`src/rtl/dram_pad_bscan_seq.sv`:
```
// ---------------------------------------------------------------------------
// dram_pad_bscan_seq
//
// Boundary-scan sequencer for a chain of DRAM DQ pads. It generates the
// capture / shift / update strobes for the pad scan chain. It shifts a
// parallel write vector into the chain MSB first. It also collects the bits
// returned on bso into a parallel read vector.
//
// Ports
//   clk, rst           sequencer clock, asynchronous active-high reset
//   i_start            operation request, honoured only while o_busy is low
//   i_do_capture       run the capture phase (sampled with i_start)
//   i_do_update        run the update phase (sampled with i_start)
//   i_mode_req         value for o_mode_ctrl (sampled with i_start)
//   i_wr_data          parallel vector, bit i ends up in chain cell i
//   i_bso              serial output of the last chain cell
//   o_shift_dr         1 = shift, 0 = capture
//   o_clock_dr         scan-cell clock strobe
//   o_update_dr        update-latch strobe
//   o_mode_ctrl        pad drive-source select
//   o_bsi              serial input to chain cell 0
//   o_busy             operation in progress
//   o_done             one-cycle completion pulse
//   o_rd_data          chain contents read back, bit i from cell i
// ---------------------------------------------------------------------------
module dram_pad_bscan_seq #(
  parameter int CHAIN_LEN = 72,
  parameter int CNT_W     = 7
) (
  input  logic                 clk,
  input  logic                 rst,
  input  logic                 i_start,
  input  logic                 i_do_capture,
  input  logic                 i_do_update,
  input  logic                 i_mode_req,
  input  logic [CHAIN_LEN-1:0] i_wr_data,
  input  logic                 i_bso,
  output logic                 o_shift_dr,
  output logic                 o_clock_dr,
  output logic                 o_update_dr,
  output logic                 o_mode_ctrl,
  output logic                 o_bsi,
  output logic                 o_busy,
  output logic                 o_done,
  output logic [CHAIN_LEN-1:0] o_rd_data
);

  typedef enum logic [2:0] {
    IDLE,
    CAP_S,
    CAP_P,
    SH_S,
    SH_P,
    UPD_S,
    UPD_P,
    DONE
  } state_t;

  state_t               r_state;
  state_t               w_nextState;
  logic [CHAIN_LEN-1:0] r_sreg;
  logic [CHAIN_LEN-1:0] w_sregNext;
  logic [CNT_W-1:0]     r_cnt;
  logic [CNT_W-1:0]     w_cntNext;
  logic                 r_bsoQ;
  logic                 r_doUpdate;
  logic                 r_shiftDr;
  logic                 r_clockDr;
  logic                 r_updateDr;
  logic                 r_modeCtrl;
  logic                 r_bsi;
  logic                 r_busy;
  logic                 r_done;
  logic [CHAIN_LEN-1:0] r_rdData;
  logic                 w_accept;
  logic                 w_lastBit;
  logic                 w_shiftNext;
  logic                 w_clockNext;
  logic                 w_updateNext;
  logic                 w_bsiNext;

  assign w_accept  = (r_state == IDLE) && i_start;
  assign w_lastBit = (r_cnt == CNT_W'(CHAIN_LEN - 1));

  // State register.
  always_ff @(posedge clk or posedge rst) begin
    if (rst) begin
      r_state <= IDLE;
    end else begin
      r_state <= w_nextState;
    end
  end

  // Next-state logic. DONE always returns to IDLE, so a start that is
  // presented during DONE is ignored and only honoured one cycle later.
  always_comb begin
    w_nextState = r_state;
    case (r_state)
      IDLE: begin
        if (i_start) begin
          w_nextState = i_do_capture ? CAP_S : SH_S;
        end
      end
      CAP_S: w_nextState = CAP_P;
      CAP_P: w_nextState = SH_S;
      SH_S:  w_nextState = SH_P;
      SH_P: begin
        if (w_lastBit) begin
          w_nextState = r_doUpdate ? UPD_S : DONE;
        end else begin
          w_nextState = SH_S;
        end
      end
      UPD_S:   w_nextState = UPD_P;
      UPD_P:   w_nextState = DONE;
      DONE:    w_nextState = IDLE;
      default: w_nextState = IDLE;
    endcase
  end

  // Shift register and bit counter next values. The bit returned by the
  // chain enters at the LSB, so after CHAIN_LEN shifts the vector
  // lines up with the chain cell numbering.
  always_comb begin
    w_sregNext = r_sreg;
    w_cntNext  = r_cnt;
    if (w_accept) begin
      w_sregNext = i_wr_data;
      w_cntNext  = '0;
    end else if (r_state == SH_P) begin
      w_sregNext = {r_sreg[CHAIN_LEN-2:0], r_bsoQ};
      w_cntNext  = w_lastBit ? '0 : r_cnt + 1'b1;
    end
  end

  // Output values are decoded from the state being entered. Registering
  // them makes every output a flop while keeping it aligned with the state.
  // bsi is taken from the next shift-register value, so it already shows
  // the following bit in the cycle after a shift.
  always_comb begin
    w_shiftNext  = (w_nextState == SH_S) || (w_nextState == SH_P);
    w_clockNext  = (w_nextState == CAP_P) || (w_nextState == SH_P);
    w_updateNext = (w_nextState == UPD_P);
    w_bsiNext    = w_shiftNext ? w_sregNext[CHAIN_LEN-1] : 1'b0;
  end

  // Datapath and output registers. The read vector loads only on entry to
  // DONE, so an operation cut short by reset never exposes a partial shift.
  always_ff @(posedge clk or posedge rst) begin
    if (rst) begin
      r_sreg     <= '0;
      r_cnt      <= '0;
      r_bsoQ     <= 1'b0;
      r_doUpdate <= 1'b0;
      r_shiftDr  <= 1'b0;
      r_clockDr  <= 1'b0;
      r_updateDr <= 1'b0;
      r_modeCtrl <= 1'b0;
      r_bsi      <= 1'b0;
      r_busy     <= 1'b0;
      r_done     <= 1'b0;
      r_rdData   <= '0;
    end else begin
      r_sreg     <= w_sregNext;
      r_cnt      <= w_cntNext;
      r_shiftDr  <= w_shiftNext;
      r_clockDr  <= w_clockNext;
      r_updateDr <= w_updateNext;
      r_bsi      <= w_bsiNext;
      r_busy     <= (w_nextState != IDLE);
      r_done     <= (w_nextState == DONE);
      if (r_state == SH_S) begin
        r_bsoQ <= i_bso;
      end
      if (w_accept) begin
        r_doUpdate <= i_do_update;
        r_modeCtrl <= i_mode_req;
      end
      if (w_nextState == DONE) begin
        r_rdData <= w_sregNext;
      end
    end
  end

  assign o_shift_dr  = r_shiftDr;
  assign o_clock_dr  = r_clockDr;
  assign o_update_dr = r_updateDr;
  assign o_mode_ctrl = r_modeCtrl;
  assign o_bsi       = r_bsi;
  assign o_busy      = r_busy;
  assign o_done      = r_done;
  assign o_rd_data   = r_rdData;

endmodule

```
`config.mk`:
```
export PLATFORM = sky130hd
export DESIGN_NAME = dram_pad_bscan_seq
export DESIGN_NICKNAME = d
export VERILOG_FILES = /design/src/rtl/dram_pad_bscan_seq.sv
export SDC_FILE = /design/constraint.sdc
export NUM_CORES = 1
export LEC_CHECK = 0
export CORE_MARGIN = 5
export CORE_UTILIZATION = 45
export CTS_BUF_LIST = sky130_fd_sc_hd__clkbuf_8
export DETAILED_ROUTE_END_ITERATION = 10
export HOLD_SLACK_MARGIN = 0.03
export MAX_ROUTING_LAYER = met4
export PLACE_DENSITY = 0.73
export SKIP_CTS_REPAIR_TIMING = 1
export SKIP_LAST_GASP = 1
export SYNTH_ARGS = -nofsm -noshare
export SYNTH_HDL_FRONTEND = slang
export SYNTH_SLANG_ARGS = --single-unit
```
`constraint.sdc`:
```
create_clock -name clk -period 15.2 [get_ports clk]
set_input_delay 2.28 -clock clk [delete_from_list [all_inputs] [get_ports clk]]
set_output_delay 2.28 -clock clk [all_outputs]
set_load 0.01 [all_outputs]
```
**Run 1: routed clock nets over the placement**

The bar under the picture is 50 um long.
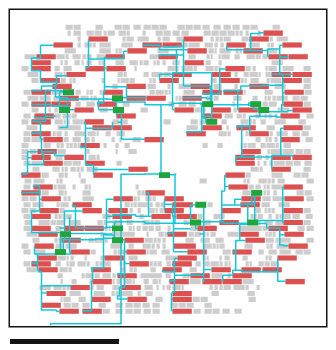
Green shows cells driving clock nets, count 17. Red shows flip-flops, count 163. Cyan shows clock wires, length 2080 um.
There are 18 routed clock nets.

**Run 1: routed metal, one colour a layer**

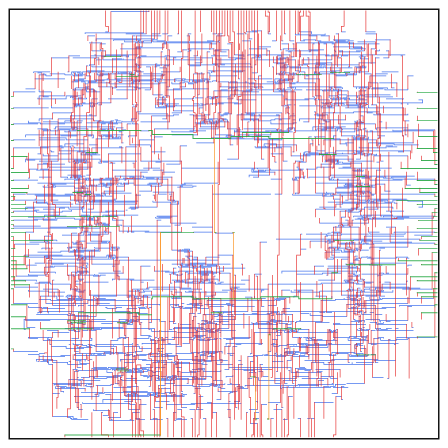
Red shows met2, wire length 9200 um. Green shows met3, wire length 730 um. Blue shows met1, wire length 9150 um. Orange shows met4, wire length 166 um.
Tot GR Track Use: 0.188
total number of vias: 6172

==> results.py, run 1 <==
# Generated from Yosys and OpenROAD reports
metrics = {
    "layout": {
        "flow.area_growth_from_synthesis_pct": 24.5,
        "diodes": 0,
        "nFillCells": 1516,
        "final_cell_mix": "160 x dfrtp_1, 156 x clkdlybuf4s50_1, 77 x a21oi_1",
    },
    "logic_synthesis": {
        "ys_async_sr_fraction": 1.00,
        "synth_warnings": 0,
        "simple_gate_area_frac": 0.161,
        "netlist_logic_family_top": "AND-OR/OR-AND gates",
        "synth_area_leader_cell": "dfrtp_1",
        "yosys.stat.seqShare": 0.495,
        "ys_ff": 163,
        "mux_share": 0.134,
        "ys.flop_type": "dfrtp_1",
    },
    "floorplanning": {
        "core_area_um2": 18000,
        "fp_util": 0.458,
        "chip_area_um2": 21100,
        "fp.dieH_um": 145,
    },
    "clocking": {
        "cts_buffers": 17,
        "clock_latency_ns": 0.46,
        "cts_tree": "done",
    },
    "grt": {
        "grt_pass1_wl_mm": 32.1,
        "grt_max_degree": 100,
        "grt_pass1_vias": 5978,
    },
    "routing": {
        "wl_met3_um": 729,
        "drt_wl_total_mm": 19.2,
        "antenna_left": 0,
    },
    "worst_setup_path": {
        "crit_arrival_ns": 4.45,
        "critical_path_buf_inv_count": 2,
        "cp-start-kind": "input pin",
        "r2r_slack_ns": 11.63,
        "r2r-start": "r_state[1]",
        "cp_common_cell": "buf_4",
    },
    "timing": {
        "setup_viol_count_final": 0,
        "hold_ws_ns": 0.515,
        "final-hold-violation-count": 0,
    },
    "min_path": {
        "hold-path-cell-count": 1,
    },
    "run_status": {
        "status": "complete, no violations",
    },
}
**Run 1: cell outlines without signal wires**

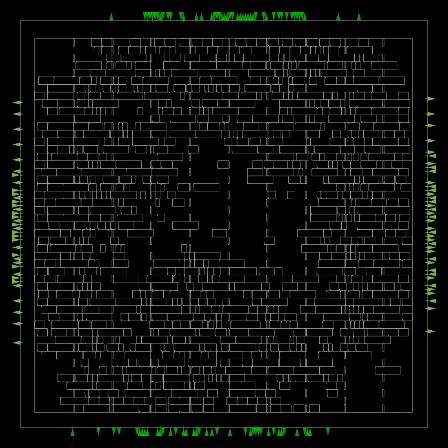
tapcell count: 229
flop count: 163

==> run 1: state kept, by name, summed over array words and instances, names as in the netlist <==
name / count
o_mode_ctrl: 1
o_done: 1
r_cnt: 7
o_busy: 1
r_bsoQ: 1
r_state: 3
o_update_dr: 1
o_rd_data: 72
r_sreg: 72
o_clock_dr: 1
o_bsi: 1
r_doUpdate: 1
o_shift_dr: 1
==> run 1: report_power, final <==
group,switching (W),internal [W],total (W)
sequential,0.000000680,0.000434,0.000435
clock,0.000177,0.000167,0.000345
combinational,0.0000269,0.0000277,0.0000546
total,0.000205,0.000629,0.000834
==> run 1: routing by layer <==
layer / track usage / vias up
met5: - / -
met1: 0.257 / 3067
met2: 0.292 / 145
met4: 0.0373 / 0
li1: - / 2950
met3: 0.0396 / 10
## Run 2: what changed since run 1
==> constraint.sdc (replaced) <==
create_clock -name clk -period 4 [get_ports clk]
set_input_delay 0.6 -clock clk [delete_from_list [all_inputs] [get_ports clk]]
set_output_delay 0.6 -clock clk [all_outputs]
set_load 0.01 [all_outputs]
**Run 2: the metal 3 layer**

The bar under the picture is 50 um long.
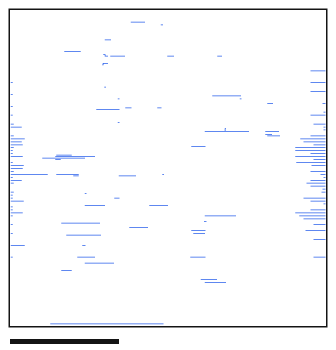
The longest straight run is 51.8 um. 97 nets have wire on it. The layer carries 713 um of wire.
DRT Wirelength: 19.1 mm
total number of vias: 6133
met3 Track Usage GR: 0.0331

**Run 2: close-up of the layout**

Window x 53 to 93, y 24 to 64 um. Cells in grey, sequential cells in the stronger grey; small squares are vias.
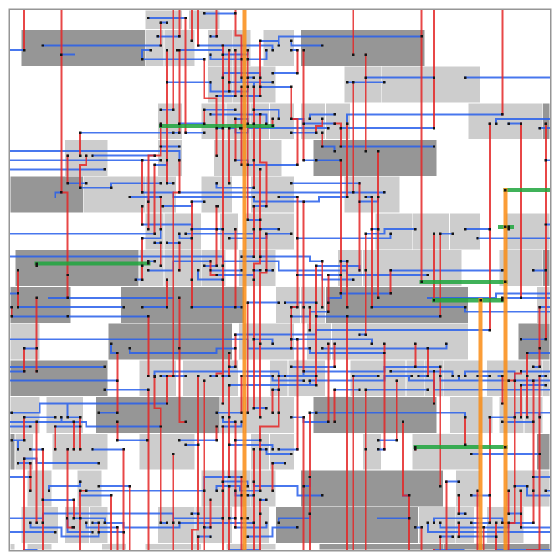
Red shows met2. Orange shows met4. Green shows met3. Blue shows met1.
Netlist names of flops here include `r_cnt` (6), `r_state` (3). 99 logic cells have their middle in the window. Sequential cells in the window: 13. Most frequent: a21oi_1 (10), dfrtp_1 (10), o21ai_0 (8).

==> run 2 against run 1 <==
  * First-iteration DRC count increased by 36%
  * Sequential cell count did not move
  * Non-clock buffer count grew 3
  * Utilization grew 0.33 points
  * Register-to-register slack worse by 10 ns
  * Largest cell class unchanged
  * Synthesized area unchanged
  * Worst hold slack worse by 0.0082 ns
  * Combinational power rose to 3.9 times the previous value
  * Sequential power rose to 3.8 times the previous value
  * Largest power group unchanged
  * Clock-buffer cell count is the same
  * Routed wire length fell by 0.59%
==> results.py, run 2 <==
# Generated from Yosys and OpenROAD reports
metrics = {
    "run_status": {
        "status": "complete, no violations",
    },
    "floorplanning": {
        "fp.dieH_um": 145,
        "chip_area_um2": 21100,
        "core_area_um2": 18000,
        "fp_util": 0.458,
    },
    "clocking": {
        "cts_buffers": 17,
        "clock_latency_ns": 0.46,
        "cts_tree": "done",
    },
    "worst_setup_path": {
        "r2r_slack_ns": 1.45,
        "critical_path_buf_inv_count": 1,
        "cp-start-kind": "register",
        "crit_arrival_ns": 2.89,
        "r2r-start": "r_state[0]",
    },
    "logic_synthesis": {
        "synth_area_leader_cell": "dfrtp_1",
        "ys.flop_type": "dfrtp_1",
        "simple_gate_area_frac": 0.161,
        "ys_async_sr_fraction": 1.00,
        "mux_share": 0.134,
        "ys_ff": 163,
        "netlist_logic_family_top": "AND-OR/OR-AND gates",
        "yosys.stat.seqShare": 0.495,
    },
    "layout": {
        "final_cell_mix": "160 x dfrtp_1, 156 x clkdlybuf4s50_1, 77 x a21oi_1",
        "flow.area_growth_from_synthesis_pct": 25.2,
    },
    "routing": {
        "antenna_left": 0,
    },
    "grt": {
        "busiest_layer": "met2",
        "grt_pass1_vias": 6052,
        "grt_pass1_wl_mm": 32.1,
        "grt_max_degree": 93,
        "track_usage": 0.188,
        "globalRouteMet1Util": 0.260,
        "met2_usage": 0.286,
    },
    "timing": {
        "hold_ws_ns": 0.507,
        "final-hold-violation-count": 0,
        "setup_viol_count_final": 0,
    },
}
run 2: where the power goes:
part	switching [W]	internal, W	leakage (nW)	total (W)
combinational	0.000103	0.000110	2.51	0.000213
clock	0.000653	0.000507	0.194	0.00116
sequential	0.00000274	0.00165	2.25	0.00165
run 2: area by class of cell:
class | count | area (um2)
Clock buffer | 17 | 234
Timing Repair Buffer | 169 | 1730
Clock inverter | 15 | 151
Sequential cell | 163 | 4090
Inverter | 5 | 22.5
Multi-Input combinational cell | 486 | 3790
Fill cell | 1532 | 7650
Tap cell | 229 | 287
run 2: routing by layer:
layer  share of wire  vias to the layer above
met3           0.037                       28
met4           0.017                        0
met2            0.47                      151
met1            0.47                     3003
li1                -                     2951
met5               0                        -
No activity file was given, so power comes from the tool's default toggle rates.
